--- src/rtl/hist_pkg.sv ---
// Shared constants for the histogram bin sequencer: state encoding,
// per-group bin-count width and default sample width.
package hist_pkg;

    localparam int unsigned HIST_N_W    = 3;
    localparam int unsigned HIST_DATA_W = 8;

    typedef enum logic [0:0] {
        ST_IDLE = 1'b0,
        ST_SCAN = 1'b1
    } hist_state_e;

endpackage

--- src/rtl/hist_bin_count.sv ---
// Combinational bin-count unit: how many of four samples fall inside the
// inclusive range [lo, hi]. An inverted range (lo > hi) matches nothing.
module hist_bin_count
    import hist_pkg::*;
#(
    parameter int unsigned DATA_W = HIST_DATA_W
) (
    input  logic [DATA_W-1:0]   i_s1,
    input  logic [DATA_W-1:0]   i_s2,
    input  logic [DATA_W-1:0]   i_s3,
    input  logic [DATA_W-1:0]   i_s4,
    input  logic [DATA_W-1:0]   i_lo,
    input  logic [DATA_W-1:0]   i_hi,
    output logic [HIST_N_W-1:0] o_n
);

    logic [DATA_W-1:0] w_s [4];

    assign w_s[0] = i_s1;
    assign w_s[1] = i_s2;
    assign w_s[2] = i_s3;
    assign w_s[3] = i_s4;

    // Count samples inside the bin range
    always_comb begin
        o_n = '0;
        for (int i = 0; i < 4; i++) begin
            if ((w_s[i] >= i_lo) && (w_s[i] <= i_hi)) begin
                o_n = o_n + HIST_N_W'(1);
            end
        end
    end

endmodule

--- src/rtl/hist_bin_sequencer.sv ---
// Histogram bin sequencer: accepts groups of four samples and scans them
// against one programmable bin per cycle through a single shared
// hist_bin_count unit, accumulating per-bin counts.
// Build option: define HIST_SAT_EN to saturate the accumulators at
// 2^CNT_W-1; by default they wrap modulo 2^CNT_W.
module hist_bin_sequencer
    import hist_pkg::*;
#(
    parameter int unsigned NUM_BINS = 4,
    parameter int unsigned DATA_W   = HIST_DATA_W,
    parameter int unsigned CNT_W    = 16
) (
    input  logic                        clk,
    input  logic                        rst,
    input  logic                        cfg_we,
    input  logic [$clog2(NUM_BINS)-1:0] cfg_idx,
    input  logic [DATA_W-1:0]           cfg_lo,
    input  logic [DATA_W-1:0]           cfg_hi,
    input  logic                        in_valid,
    output logic                        in_ready,
    input  logic [DATA_W-1:0]           in_o1,
    input  logic [DATA_W-1:0]           in_o2,
    input  logic [DATA_W-1:0]           in_o3,
    input  logic [DATA_W-1:0]           in_o4,
    input  logic                        clr,
    input  logic [$clog2(NUM_BINS)-1:0] rd_idx,
    output logic [CNT_W-1:0]            rd_count,
    output logic                        busy,
    output logic                        group_done
);

    localparam int unsigned     IDX_W    = $clog2(NUM_BINS);
    localparam logic [IDX_W-1:0] LAST_IDX = IDX_W'(NUM_BINS - 1);

    hist_state_e        r_state;
    hist_state_e        w_state_nxt;
    logic [IDX_W-1:0]   r_idx;
    logic [IDX_W-1:0]   w_idx_nxt;
    logic               r_done;
    logic               w_done_nxt;
    logic               w_accept;
    logic [DATA_W-1:0]  r_s  [4];
    logic [DATA_W-1:0]  r_lo [NUM_BINS];
    logic [DATA_W-1:0]  r_hi [NUM_BINS];
    logic [CNT_W-1:0]   r_acc [NUM_BINS];
    logic [HIST_N_W-1:0] w_n;
    logic [CNT_W-1:0]   w_acc_nxt;

    assign w_accept   = (r_state == ST_IDLE) && in_valid && !clr;
    assign in_ready   = (r_state == ST_IDLE) && !rst && !clr;
    assign busy       = (r_state == ST_SCAN);
    assign group_done = r_done;
    // Index width covers exactly NUM_BINS (a power of two), so every rd_idx is a valid bin
    assign rd_count   = r_acc[rd_idx];

    // Next-state logic: clear aborts, IDLE accepts, SCAN walks the bins
    always_comb begin
        w_state_nxt = r_state;
        w_idx_nxt   = r_idx;
        w_done_nxt  = 1'b0;
        if (clr) begin
            w_state_nxt = ST_IDLE;
            w_idx_nxt   = '0;
        end else begin
            case (r_state)
                ST_IDLE: begin
                    if (in_valid) begin
                        w_state_nxt = ST_SCAN;
                        w_idx_nxt   = '0;
                    end
                end
                ST_SCAN: begin
                    w_idx_nxt = r_idx + IDX_W'(1);
                    if (r_idx == LAST_IDX) begin
                        w_state_nxt = ST_IDLE;
                        w_idx_nxt   = '0;
                        w_done_nxt  = 1'b1;
                    end
                end
                default: w_state_nxt = ST_IDLE;
            endcase
        end
    end

    // State, bin index and completion pulse registers
    always_ff @(posedge clk) begin
        if (rst) begin
            r_state <= ST_IDLE;
            r_idx   <= '0;
            r_done  <= 1'b0;
        end else begin
            r_state <= w_state_nxt;
            r_idx   <= w_idx_nxt;
            r_done  <= w_done_nxt;
        end
    end

    // Sample latch, loaded when a group is accepted
    always_ff @(posedge clk) begin
        if (!rst && w_accept) begin
            r_s[0] <= in_o1;
            r_s[1] <= in_o2;
            r_s[2] <= in_o3;
            r_s[3] <= in_o4;
        end
    end

    // Bin bounds, writable only while idle so a scan sees stable bounds
    always_ff @(posedge clk) begin
        if (rst) begin
            for (int k = 0; k < int'(NUM_BINS); k++) begin
                r_lo[k] <= '0;
                r_hi[k] <= '0;
            end
        end else if (cfg_we && (r_state == ST_IDLE) && !clr) begin
            r_lo[cfg_idx] <= cfg_lo;
            r_hi[cfg_idx] <= cfg_hi;
        end
    end

    hist_bin_count #(
        .DATA_W (DATA_W)
    ) u_count (
        .i_s1 (r_s[0]),
        .i_s2 (r_s[1]),
        .i_s3 (r_s[2]),
        .i_s4 (r_s[3]),
        .i_lo (r_lo[r_idx]),
        .i_hi (r_hi[r_idx]),
        .o_n  (w_n)
    );

`ifdef HIST_SAT_EN
    logic [CNT_W:0] w_sum;

    // Saturating add of the current bin count
    always_comb begin
        w_sum     = {1'b0, r_acc[r_idx]} + (CNT_W+1)'(w_n);
        w_acc_nxt = w_sum[CNT_W] ? '1 : w_sum[CNT_W-1:0];
    end
`else
    // Wrapping add of the current bin count
    always_comb begin
        w_acc_nxt = r_acc[r_idx] + CNT_W'(w_n);
    end
`endif

    // Accumulators: cleared by reset or clr, updated one bin per scan cycle
    always_ff @(posedge clk) begin
        if (rst || clr) begin
            for (int k = 0; k < int'(NUM_BINS); k++) begin
                r_acc[k] <= '0;
            end
        end else if (r_state == ST_SCAN) begin
            r_acc[r_idx] <= w_acc_nxt;
        end
    end

endmodule

--- config.mk ---
export PLATFORM = sky130hd
export DESIGN_NAME = hist_bin_sequencer
export DESIGN_NICKNAME = d
export VERILOG_FILES = /design/src/rtl/hist_pkg.sv /design/src/rtl/hist_bin_count.sv /design/src/rtl/hist_bin_sequencer.sv
export SDC_FILE = /design/constraint.sdc
export NUM_CORES = 1
export LEC_CHECK = 0
export CORE_MARGIN = 2
export CORE_UTILIZATION = 35
export CTS_BUF_LIST = sky130_fd_sc_hd__clkbuf_4
export CTS_CLUSTER_SIZE = 30
export DETAILED_ROUTE_END_ITERATION = 10
export PLACE_DENSITY = 0.5
export SLEW_MARGIN = 20
export SYNTH_ARGS = -nofsm -noshare
export SYNTH_HDL_FRONTEND = slang
export SYNTH_SLANG_ARGS = --single-unit
--- constraint.sdc ---
create_clock -name clk -period 8.7 [get_ports clk]
set_input_delay 1.74 -clock clk [delete_from_list [all_inputs] [get_ports clk]]
set_output_delay 1.74 -clock clk [all_outputs]
set_load 0.01 [all_outputs]
Figure 1. Cell sizes after repair (run 1).
The bar under the picture is 50 µm long.
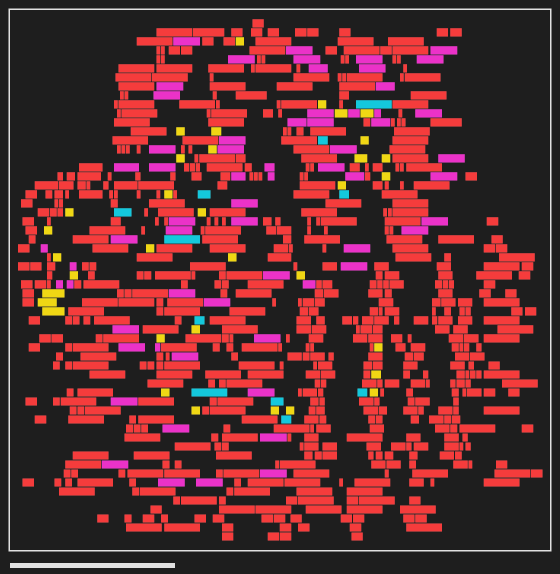
legend:
  _6 and larger:
    color: cyan
    cells: 11
    share: 1.5%
  _3 and _4 cells:
    color: yellow
    cells: 34
    share: 4.7%
  _2 cells:
    color: magenta
    cells: 62
    share: 8.6%
  _0 and _1 cells:
    color: red
    cells: 613
    share: 85%

Figure 2. M1 wires (run 1).
The bar under the picture is 50 µm long. Supply wires on this layer in gray.
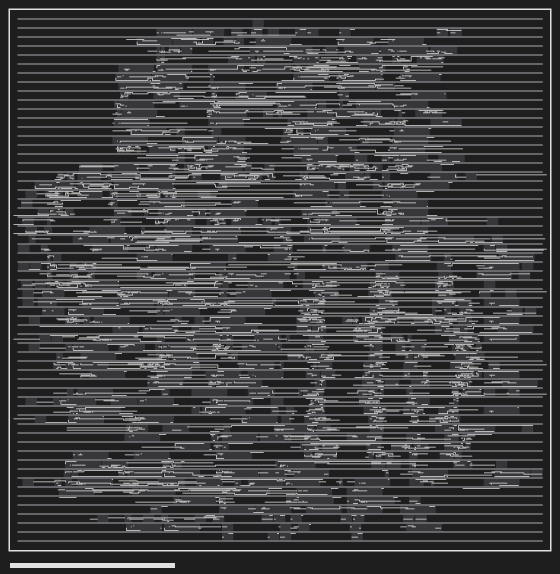
main direction: horizontal
wire length on this layer: 9,420 µm
nets with wire on the layer: 792
longest straight run: 69.5 µm
share of all routed wire: 45%

Figure 3. The metal 2 layer (run 1).
The bar under the picture is 50 µm long.
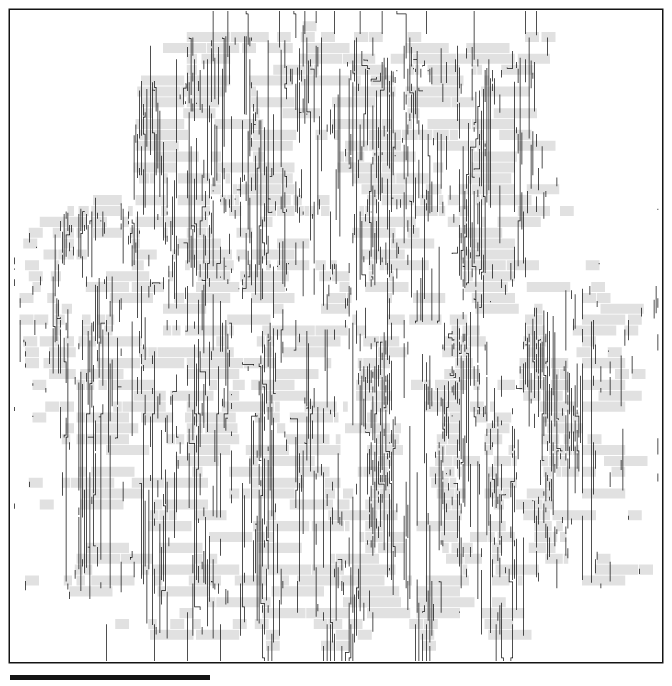
nets with wire on the layer: 737
main direction: vertical
share of all routed wire: 50%
routed via count: 5,441
grt met2 use: 27.94%
DRT Wirelength: 20,770 µm

-- run 1: logic make-up (layout without fill, tap and decap cells) --
group,Yosys count,after routing,share of synthesized area [%]
fa+ha+maj,72,72,10.24
flops,166,166,55.53
mux,50,50,12.56
xor+xnor,17,17,2.102
simple gates,215,215,12.88
other cells,0,4,0
buf+inv,50,142,2.441
compound gates,58,58,4.247
-- run 1: area by class of cell --
cell class | instances | share of cell area [%]
flip-flops and latches | 166 | 47.59
multi-input cells | 412 | 36.34
repair buffers | 83 | 7.905
well taps | 330 | 3.989
clock inverters | 14 | 1.801
clock buffers | 18 | 1.305
inverters | 27 | 0.9791
diodes | 4 | 0.09670
-- run 1: stage by stage --
| step | std cells | utilization, % |
|---|---|---|
| floorplan | 628 | - |
| global placement | 1017 | 39.89 |
| detailed placement | 1017 | 39.93 |
| CTS | 1049 | 41.22 |
| global route | 1054 | 41.34 |
| finish | 1054 | 41.34 |
-- run 1: cells in the final DEF, fill, tap and decap left out, types with 4 or more instances in the layout --
| cell type | Yosys | layout |
|---|---|---|
| edfxtp_1 | 160 | 160 |
| clkdlybuf4s50_1 | 0 | 75 |
| nor2_1 | 72 | 72 |
| ha_1 | 71 | 71 |
| and2_1 | 49 | 49 |
| mux4_2 | 45 | 45 |
| inv_1 | 27 | 27 |
| a21oi_1 | 21 | 21 |
| and3_1 | 19 | 19 |
| clkbuf_4 | 0 | 18 |
| nand2_1 | 17 | 17 |
| nor2b_1 | 10 | 10 |
| nand3_1 | 10 | 10 |
| nand4_1 | 9 | 9 |
| o21ai_0 | 8 | 8 |
| o211ai_1 | 7 | 7 |
| buf_4 | 0 | 7 |
| nand2b_1 | 6 | 6 |
| xor2_1 | 6 | 6 |
| a21o_1 | 6 | 6 |
| xnor2_1 | 6 | 6 |
| o21a_1 | 5 | 5 |
| dfxtp_1 | 6 | 5 |
| inv_6 | 0 | 5 |
| diode_2 | 0 | 4 |
| or2_2 | 4 | 4 |
-- run 1: power by group through the flow --
stage	Combinational [mW]	Sequential (mW)	Clock [mW]
6_report	0.207	0.925	0.506
5_1_grt	0.230	0.930	0.547
4_1_cts	0.211	0.926	0.520
3_5_place_dp	0.210	0.944	0
3_3_place_gp	0.205	0.941	0
2_1_floorplan	0.126	0.936	0
-- run 1: tightest hold or removal path, cell delays in order, from the launching register on --
cell and delay, ps:
dfxtp_1 400, a21oi_1 140, nor2_1 70
-- run 1: cell usage after synthesis (2+ instances only) --
cell type  instances
dfxtp_1            6
clkbuf_1          17
nand2_1           17
o21a_1             5
o21ai_0            8
xor2_2             2
a21oi_1           21
inv_1             27
xor2_1             6
or2_2              4
o22a_1             2
and3_1            19
o21bai_1           2
buf_2              4
edfxtp_1         160
nor2b_1           10
o211ai_1           7
ha_1              71
and3_4             3
a21o_1             6
nand2b_1           6
xnor2_2            3
nand3_1           10
mux4_2            45
a311o_1            2
xnor2_1            6
nor3_1             4
mux4_1             3
nor3b_1            4
and2_1            49
nor2_1            72
a311oi_1           2
nand4_1            9
-- run 1: state kept, by name, summed over array words and instances (netlist names), named ones only --
name        count
busy            1
group_done      1
r_acc          64
r_hi           32
r_idx           2
r_lo           32
r_s            32
==> out/results.ini, run 1 <==
[min_path]
worstHoldStart=r_idx[0]$_SDFFE_PP0N_
hold_path_depth=2
hp-class=reg -> reg

[route]
dr_wl_met2_um=10300
drc=0
firstDrtPassIters=4
wire_per_inst_um=19.71
drt-initial-drc-count=392
antenna_left=0

[setup_path]
r2r_slack_ps=2570
start_kind=flip-flop
path_buffers=2
crit_path_frequent_cell=ha_1
endpoint_kind=flip-flop
cp.arrival_ps=6440
rr_worst_depth=21
worstReg2RegEnd=r_acc[0][9]$_SDFFCE_PN0P_
cp_slowest_cell=dfxtp_2
critPathRequiredTime_ps=9010
cp.depth=21
critPathMaxStageDelay_ps=800
critPathMaxFanout=17

[power_and_ir_drop]
power.net_switching_mw=0.4184
fin_total_pwr_mw=1.638
clkPwrFrac_pct=30.9
seqPwrFrac_pct=56.5
powerDensity_nw_per_um2=158.3

[sta]
hold_slack_ps=636.5
layout_setup_ws_ps=2566
fin_skew_ps=28.35
maxSlewViolCount=0
fmax_mhz=163.0

[place]
dp_hpwl_um=13820
dp_slack_ps=2474
placed_area_um2=9998

[synthesis]
ys_seq_share_pct=55.53
edf_count=160
syn-cell-area_um2=8869
yosys_warnings=0
synth_top_cell_by_area=edfxtp_1
yosys-stat-area_um2=8869
synthCells=628
top_area_share_pct=54.18
synthArstFlopShare_pct=0

[outcome]
status=completed

[finish]
design_area_um2=10350
comb_area_um2=3761
flop_area_um2=4926
n_fill_cell=2297
synthToLayoutAreaGrowth_pct=16.72
final_nets=836

[cts]
cts_hold_buf=0
tritoncts.num_buffers=17
cts.sinks=166
cts.clk_slew.worst_paths_ps=150

[floorplan]
die_area_um2=26630
die_w_um=163.2
core_um2=25040

[global_route]
grt_start_max_net_pins=34
grtUsageMet3_pct=3.504
busiest_layer=met2

==> run 1 -> run 2 <==
clock period = 5.65 ns   (was 8.7 ns; I/O delays follow)
Figure 4. Cell sizes after repair (run 2).
The bar under the picture is 50 µm long.
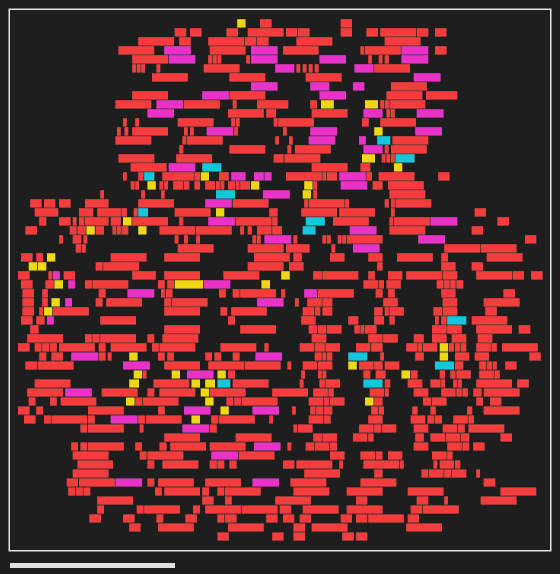
legend:
  _2 cells:
    color: magenta
    cells: 60
    share: 8.2%
  _6 and larger:
    color: cyan
    cells: 13
    share: 1.8%
  _3 and _4 cells:
    color: yellow
    cells: 41
    share: 5.6%
  _0 and _1 cells:
    color: red
    cells: 616
    share: 84%

==> run 2 against run 1 <==
Against the previous run:
- utilization is 0.17 points higher
- highest routed layer unchanged
- global-route usage up 0.25 points
- wire length rose by 2.4%
- via count grew 1.1%
==> out/results.ini, run 2 <==
[setup_path]
critPathRequiredTime_ps=5970
critPathMaxFanout=7
start_kind=flip-flop
endpoint_kind=flip-flop
cp.arrival_ps=5540

[synthesis]
yosys-stat-area_um2=8869
top_area_share_pct=54.18
yosys_warnings=0
syn-cell-area_um2=8869
synthCells=628
edf_count=160
ys_seq_share_pct=55.53
synthArstFlopShare_pct=0
synth_top_cell_by_area=edfxtp_1
common_cells=edfxtp_1, nor2_1, ha_1

[power_and_ir_drop]
fin_total_pwr_mw=2.488
powerDensity_nw_per_um2=239.4
power.net_switching_mw=0.7164
clkPwrFrac_pct=29.9

[floorplan]
die_w_um=163.2
die_area_um2=26630
floorplan.core_util_pct=35.42
core_um2=25040

[finish]
n_fill_cell=2339
layout_top_cell=edfxtp_1
final_cell_mix=edfxtp_1, clkdlybuf4s50_1, nor2_1
final_core_util_pct=41.52
drive_above_1_share_pct=15.62
largest_register_ffs=64
final_nets=846

[place]
dp_hpwl_um=14350
dp_slack_ps=338.2
place_congestion=0.8345
place_inst=1028

[min_path]
hp-class=reg -> reg

[cts]
cts.sinks=166
tritoncts.num_buffers=17
cts.clk_slew.worst_paths_ps=180

[route]
wire_per_inst_um=19.97
antenna_left=0
vias=5500
firstDrtPassIters=4
routed_wl_um=21270
drc=0

[global_route]
grt_start_max_net_pins=34

[sta]
layout_setup_ws_ps=424.6
fmax_mhz=191.4
fin_skew_ps=37.70
maxSlewViolCount=0

[outcome]
status=completed

[run 2: final timing paths]
kind                              start                   endpoint  slack, ps  cells past startpoint
hold reg to reg   r_idx[0]$_SDFFE_PP0N_                  flip-flop        670                      2
setup / recovery              flip-flop  r_acc[0][9]$_SDFFCE_PN0P_        420                     20
setup reg to reg              flip-flop  r_acc[0][9]$_SDFFCE_PN0P_        420                     20
hold / removal    r_idx[0]$_SDFFE_PP0N_                  flip-flop        670                      2
[run 2: stage by stage]
step                      hold slack, ps  cell area (µm²)
after floorplan                    552.1             8869
after global placement             617.8            10050
after detailed placement           631.6            10050
after CTS                          656.1            10380
after global routing               701.5            10400
final                              668.5            10400
[run 2: critical path, stage by stage, from the launching register on]
cell and delay, ps:
dfxtp_4 450, buf_4 160, mux4_2 500, inv_1 230
ha_1 300, nor2b_1 130, o21ai_0 160, nand2b_1 100
o22a_1 230, a311oi_1 230, ha_1 300, xor2_1 260
ha_1 280, mux2_2 290, ha_1 300, a21o_1 160
a21oi_1 230, nor2_2 130, and3_1 230, xnor2_2 190
nor2_1 80
[run 2: kinds of logic after synthesis]
group                    count (synthesis)  share of synthesized area [%]
multiplexers                            50                          12.56
AND-OR/OR-AND                           58                          4.247
flip-flops                             166                          55.53
XOR/XNOR                                17                          2.102
buffers and inverters                   50                          2.441
adder cells (fa/ha/maj)                 72                          10.24
AND/OR/NAND/NOR                        215                          12.88
[run 2: power groups by stage]
stage	Sequential [mW]	Clock, mW	Combinational, mW
3_3_place_gp	1.45	0	0.321
5_1_grt	1.43	0.815	0.357
4_1_cts	1.42	0.765	0.327
6_report	1.42	0.744	0.321
2_1_floorplan	1.44	0	0.194
3_5_place_dp	1.45	0	0.326
[run 2: area by class of cell]
type | instances | area (µm²) | area share [%]
Antenna cell | 5 | 12.51 | 0.1204
Clock buffer | 17 | 127.6 | 1.228
Clock inverter | 15 | 198.9 | 1.914
Inverter | 27 | 101.3 | 0.9750
Multi-Input combinational cell | 412 | 3727 | 35.86
Sequential cell | 166 | 4928 | 47.41
Tap cell | 330 | 412.9 | 3.972
Timing Repair Buffer | 93 | 885.9 | 8.522
[run 2: metal layers]
metal	vias up	share of wire [%]	GRT usage (%)
li1	2576	-	-
met1	2801	44	21.67
met4	0	0.96	4.344
met3	13	4.7	3.377
met5	-	0	0
met2	110	50	28.75
[run 2: timing repair]
item | in CTS | in global routing
setup endpoints to repair | 0 | 6
hold buffers | 0 | 0
gates resized | 0 | 1
==> run 2 -> run 3 <==
GPL_TIMING_DRIVEN = 0   (was default)
HOLD_SLACK_MARGIN = 0.12   (was default)
Figure 5. Layout detail (run 3).
The bar under the picture is 10 µm long. Region (62, 29) to (102, 69) µm. Cells in gray, sequential cells in the stronger gray; small squares are vias.
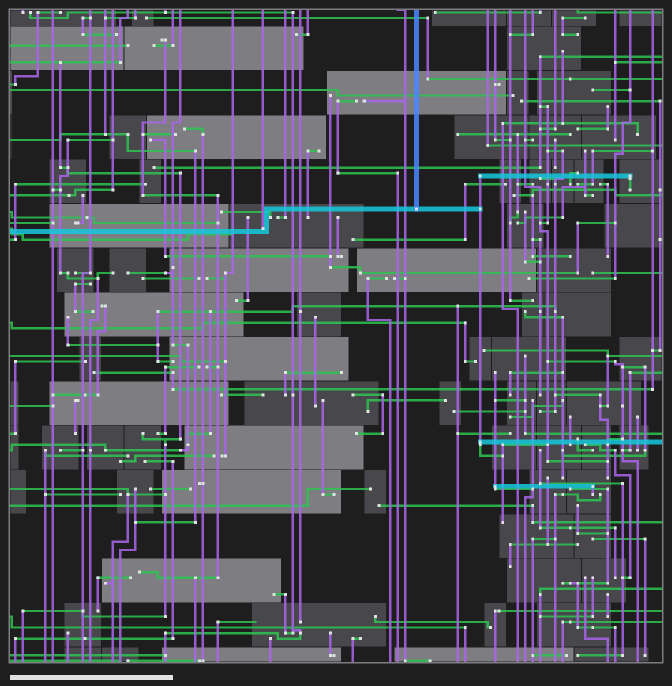
legend:
  metal 4:
    color: blue
  metal 3:
    color: cyan
  metal 1:
    color: green
  metal 2:
    color: purple
netlist names of flops here include: r_hi (11), r_s (2)
most frequent: edfxtp_1 (13), ha_1 (11), inv_1 (8)
cells with their middle in the window: 64
sequential cells in the window: 13

==> run 3 against run 2 <==
Against the previous run:
- flip-flop count did not move
- synthesized cell count did not move
- critical path type unchanged
- maximum frequency fell by 3.4%
- design area rose by 1.4%
- utilization rose by 0.57 points
- clock power rose by 0.9%
- sequential power barely moved
- critical path depth rose by 3
- via count fell by 0.55%
- clock skew rose by 5.7 ps
==> out/results.ini, run 3 <==
[outcome]
status=completed

[finish]
regMostFlops=r_acc
fin_cells=1071
layout_top_cell=edfxtp_1
final_core_util_pct=42.09
final_cell_mix=edfxtp_1, clkdlybuf4s50_1, nor2_1
synthToLayoutAreaGrowth_pct=18.82
final_nets=856
largest_register_ffs=64

[cts]
tritoncts.num_buffers=17
cts.clk_slew.worst_paths_ps=160
cts_hold_buf=0
cts.sinks=166

[floorplan]
floorplan.core_util_pct=35.42
core_um2=25040
die_h_um=163.2
die_area_um2=26630
die_w_um=163.2

[synthesis]
synth_dominant_cell_count=edfxtp_1
yosys-stat-area_um2=8869
syn-cell-area_um2=8869
synthArstFlopShare_pct=0
synthCells=628
yosys_warnings=0
top_area_share_pct=54.18
common_cells=edfxtp_1, nor2_1, ha_1
edf_count=160

[global_route]
grt_start_max_net_pins=33
grt_pass1_vias=5888

[place]
place_congestion=0.8013
dp_hpwl_um=14730
place_inst=1033

[sta]
maxSlewViolCount=0
timing.slew.headroom_pct=32.78
fmax_mhz=184.9
fin_skew_ps=43.36

[route]
vias=5470
drt-initial-drc-count=326
antenna_left=0
firstDrtPassIters=4
routed_wl_um=21210

[setup_path]
start_kind=flip-flop
critPathMaxFanout=8
endpoint_kind=flip-flop
cp.arrival_ps=5720

[min_path]
hp-class=reg -> reg
worstHoldStart=r_idx[0]$_SDFFE_PP0N_

[power_and_ir_drop]
powerDensity_nw_per_um2=237.9
p_leak_nw=3.906

run 3: cell counts after synthesis:
Identical to the previous run, type by type.
run 3: critical path, stage by stage (launching register included):
cell	delay, ps
dfxtp_2	350
buf_6	140
buf_16	120
buf_16	130
mux4_2	510
inv_2	120
ha_1	250
nor2b_1	130
o21a_1	160
o21ai_1	220
a21oi_1	100
o22a_1	230
a311oi_2	240
ha_1	320
xor2_2	200
ha_1	310
mux2_2	300
ha_1	300
a21o_1	180
a21oi_4	200
nor2_4	80
and3_1	220
xnor2_2	250
nor2_1	80
run 3: cell families (layout without fill, tap and decap cells):
group                    after synthesis  count (layout)  synth area share, %
adder cells (fa/ha/maj)               72              72                10.24
flip-flops                           166             166                55.53
XOR/XNOR                              17              17                2.102
other                                  0               1                    0
buffers and inverters                 50             162                2.441
AND/OR/NAND/NOR                      215             215                12.88
AND-OR/OR-AND                         58              58                4.247
multiplexers                          50              50                12.56
run 3: stage by stage:
stage          hold WS (ps)  setup TNS, ps  area [µm²]  worst slack [ps]  power, mW
2_1_floorplan         552.1              0        8869             143.7      1.634
3_3_place_gp          597.4         -71050       10010             -1464      1.765
3_5_place_dp          617.6         -70220       10050             -1460      1.777
4_1_cts               640.5              0       10420             32.83      2.525
5_1_grt               676.0         -53.37       10540            -19.99      2.613
6_report              618.6              0       10540             241.4      2.507
run 3: power breakdown:
part	switching (mW)	internal, mW
sequential	0.0203	1.40
clock	0.504	0.247
combinational	0.176	0.160
run 3: final timing paths:
| path | slack, ps | cells after the start | to |
|---|---|---|---|
| max reg2reg | 240 | 23 | r_acc[1][9]$_SDFFCE_PN0P_ |
| min | 620 | 2 | flip-flop |
| min reg2reg | 620 | 2 | flip-flop |
| max | 240 | 23 | r_acc[1][9]$_SDFFCE_PN0P_ |
run 3: routing by layer:
layer	wire length, µm	vias to the layer above	share of wire (%)	track usage [%]
met5	0	-	0	0
met4	290	0	1.4	4.666
met3	839	19	4.0	3.098
met1	9295	2738	44	21.49
met2	10790	127	51	28.96
li1	-	2586	-	-
run 3: repair_timing:
item                       4_1_cts  5_1_grt
gates cloned                     0        0
pin swaps                        0        8
setup endpoints to repair       60       36
gates resized                   16       15
setup buffers                    2        5
run 3: area by class of cell:
| cell class | count | area, µm² |
|---|---|---|
| inverters | 27 | 101.3 |
| clock inverters | 15 | 180.2 |
| well taps | 330 | 412.9 |
| plain buffers | 21 | 153.9 |
| fillers | 2303 | 14500 |
| diodes | 1 | 2.502 |
| multi-input cells | 412 | 3814 |
| clock buffers | 17 | 127.6 |
| repair buffers | 82 | 818.3 |
| flip-flops and latches | 166 | 4927 |
Power is estimated from default activity; no workload was simulated.
